**Run 1: cell placement**

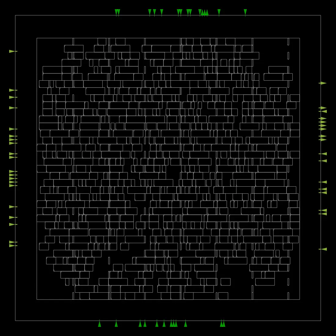
**Run 1: PDN straps and rails**

Pins as bars on the die edge. Tap cells in gray.
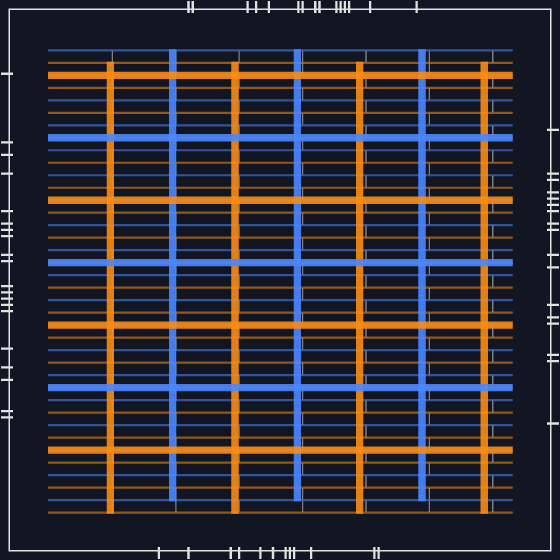
**Run 1: clock wires, drivers and flops**

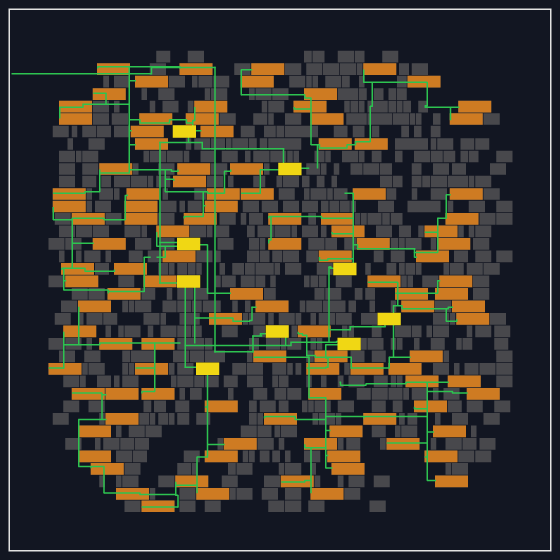
==> config.mk <==
export PLATFORM = sky130hd
export DESIGN_NAME = vga_tile_updater
export DESIGN_NICKNAME = d
export VERILOG_FILES = /design/src/rtl/vga_tile_updater.sv
export SDC_FILE = /design/constraint.sdc
export NUM_CORES = 1
export LEC_CHECK = 0
export CORE_MARGIN = 8
export CORE_UTILIZATION = 55
export CTS_BUF_LIST = sky130_fd_sc_hd__clkbuf_8 sky130_fd_sc_hd__clkbuf_16
export CTS_CLUSTER_SIZE = 20
export DETAILED_ROUTE_END_ITERATION = 10
export MAX_ROUTING_LAYER = met4
export PLACE_DENSITY = 0.76
export SLEW_MARGIN = 20
export SYNTH_ARGS = -nofsm -noshare
export SYNTH_HDL_FRONTEND = slang
export SYNTH_SLANG_ARGS = --single-unit
==> constraint.sdc <==
create_clock -name clk_100m -period 2.9 [get_ports clk_100m]
set_input_delay 0.58 -clock clk_100m [delete_from_list [all_inputs] [get_ports clk_100m]]
set_output_delay 0.58 -clock clk_100m [all_outputs]
set_load 0.02 [all_outputs]
==> run summary, run 1 <==
worst path buffer plus inverter count: 1
DRT Wirelength: 16.2 mm
n_diodes: 0
met2 usage: 38.0%
synthesized instance count: 624
antenna viol nets, final: 0
Overall Power: 0.00305 W
post-DR wirelength/cell: 19.8 um
# DRC: 0
I/O pin cnt: 64
Hold Buf Count CTS: 0
combinational power: 0.000567 W
placed insts: 803
Net Sw Frac: 30.0%
slew margin rel.: 45.9%
status: finished, final reports clean
vias in the first global route: 4,814
crit path time final: 2530 ps
largest net degree at the start of global routing: 64
met1 GRT Util: 30.6%
RSZ-0062 raised after global routing: false
port bufs: 63
crit path DAT: 2780 ps
CP Capture Type: flop
DR iter-0 viols: 398
synth cell count leaders: mux2i_1, dfxtp_1, nor2_1
Via Count: 4,813
root buf cell: clkbuf_8
Rows: 37
clock latency at the later pin of the worst-skew pair: 390 ps
Top pwr grp: registers
gr busiest metal: met2
Final Net Count: 736
# H-tree levels: 3
Comb pwr share: 18.6%
CTS tree: built
clk sinks: 111
FP Util: 55.7%
Req. time, crit path: 3150 ps
Synth flops: 111
Clk pin slew, worst setup/hold paths: 110 ps
worst path cell trace: ha_2 -> or2_1 -> buf_4 -> mux2i_1 -> xor2_1 -> nand4_1 -> nor3_1 -> a31oi_1
Flop pwr share: 51.7%
Max stage delay cell, worst path: dfxtp_1
DP Worst Slack: 56.3 ps
Final Cell Area: 0.00664 mm2
post-cts gate resize count: 0
-- 'cell placement' (at the start) --
well tap count: 136
Layout Cells excl Fill: 819
tally of filler cells in the layout: 877
final core occ: 65.1%
flop share of the area: 33.5%

-- 'PDN straps and rails' (at the start) --
net	color
VSS	orange
VDD	blue
signal pins	64
met5 straps	7
rows	37
tap cells	136
met4 straps	7
Core ar.: 0.0102 mm2
worst vdd rail ir drop: 0.260 mV
die width: 118 um
Die H: 118 um

-- 'clock wires, drivers and flops' (at the start) --
[flip-flops] orange | count: 111
[clock wires] green | length: 1,280 um
[clock drivers] yellow | count: 9
flops lie	widely spread
Clock Skew: 25.4 ps
clock network power share: 29.7%
Clock Power: 0.000907 W

==> run 1: layer usage <==
| layer | up-vias | wire (um) |
|---|---|---|
| li1 | 2272 | - |
| met1 | 2313 | 7150 |
| met5 | - | 0 |
| met2 | 200 | 7640 |
| met4 | 0 | 411 |
| met3 | 28 | 988 |
==> run 1: cell type report <==
| type | instances | area [um2] | share of cell area, % |
|---|---|---|---|
| clock buffers | 9 | 124 | 1.87 |
| clock inverters | 7 | 63.8 | 0.962 |
| repair buffers | 78 | 791 | 11.9 |
| multi-input cells | 451 | 3160 | 47.7 |
| flip-flops and latches | 111 | 2220 | 33.5 |
| inverters | 27 | 101 | 1.53 |
| well taps | 136 | 170 | 2.56 |
==> inputs of run 2 (changes only) <==
--- a/config.mk
+++ b/config.mk
@@ -11,7 +11,7 @@
 export CTS_CLUSTER_SIZE = 20
 export DETAILED_ROUTE_END_ITERATION = 10
 export MAX_ROUTING_LAYER = met4
-export PLACE_DENSITY = 0.76
+export PLACE_DENSITY_LB_ADDON = 0.05
 export SLEW_MARGIN = 20
 export SYNTH_ARGS = -nofsm -noshare
 export SYNTH_HDL_FRONTEND = slang
==> constraint.sdc (replaced) <==
create_clock -name clk_100m -period 2.5 [get_ports clk_100m]
set_input_delay 0.5 -clock clk_100m [delete_from_list [all_inputs] [get_ports clk_100m]]
set_output_delay 0.5 -clock clk_100m [all_outputs]
set_load 0.02 [all_outputs]
**Run 2: clock wires, drivers and flops**

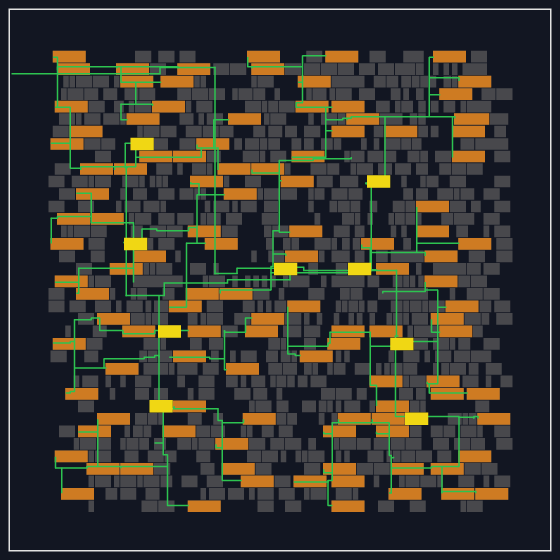
[clock wires] green | length: 1,300 um
[clock drivers] yellow | count: 9
[flip-flops] orange | count: 111
routed clock nets	10
flops lie	widely spread
clock network power share: 32.4%
Clock Power: 0.00123 W

==> run 2 against run 1 <==
  * Sequential cell count unchanged
  * Non-clock buffer count increased by 36
  * Combinational power grew 31%
  * Maximum frequency grew 6.8%
  * Final area increased by 5.5%
  * Largest cell class unchanged
==> run summary, run 2 <==
status: finished, final reports clean
largest net degree at the start of global routing: 106
Core ar.: 0.0102 mm2
clock latency at the later pin of the worst-skew pair: 380 ps
max layer used: met4
Final Cell Area: 0.00700 mm2
crit path time final: 2370 ps
synthesized instance count: 624
placed insts: 838
met1 GRT Util: 29.6%
Top pwr grp: registers
Via Count: 4,909
Net Sw Frac: 27.7%
met2 usage: 41.1%
root buf cell: clkbuf_8
Rows: 37
RSZ-0062 raised after global routing: false
tally of filler cells in the layout: 873
gr busiest metal: met2
I/O pin cnt: 64
Die H: 118 um
DRT Wirelength: 16.8 mm
worst path buffer plus inverter count: 2
synth cell count leaders: mux2i_1, dfxtp_1, nor2_1
DP Worst Slack: -157 ps
routed wl met2: 8.17 mm
Layout Cells excl Fill: 856
CTS tree: built
Final Net Count: 772
worst path cell trace: inv_1 -> ha_2 -> buf_6 -> or3b_2 -> and3_1 -> a211oi_2 -> nand4_1 -> nor4_2 -> a31oi_1
## run 2: timing repair
item                                    in CTS  in global routing
gates resized                                3                  8
endpoints found under the setup margin       1                  5
buffers inserted                             0                  1
pin swaps                                    1                  5
## run 2: kinds of logic after synthesis
logic type | share of synthesized area (%)
flops | 39.2
xor+xnor | 6.94
buf+inv | 5.18
compound gates | 9.46
mux | 22.8
simple gates | 15.3
fa+ha+maj | 1.10
## run 2: cell type report
cell class / instances / share of cell area (%)
Antenna cell: 1 / 0.0357
Clock buffer: 10 / 1.97
Clock inverter: 6 / 1.29
Inverter: 27 / 1.45
Multi-Input combinational cell: 451 / 45.5
Sequential cell: 111 / 31.8
Tap cell: 136 / 2.43
Timing Repair Buffer: 114 / 15.6
Power figures rest on the tool's default switching activity, not on a simulated workload.
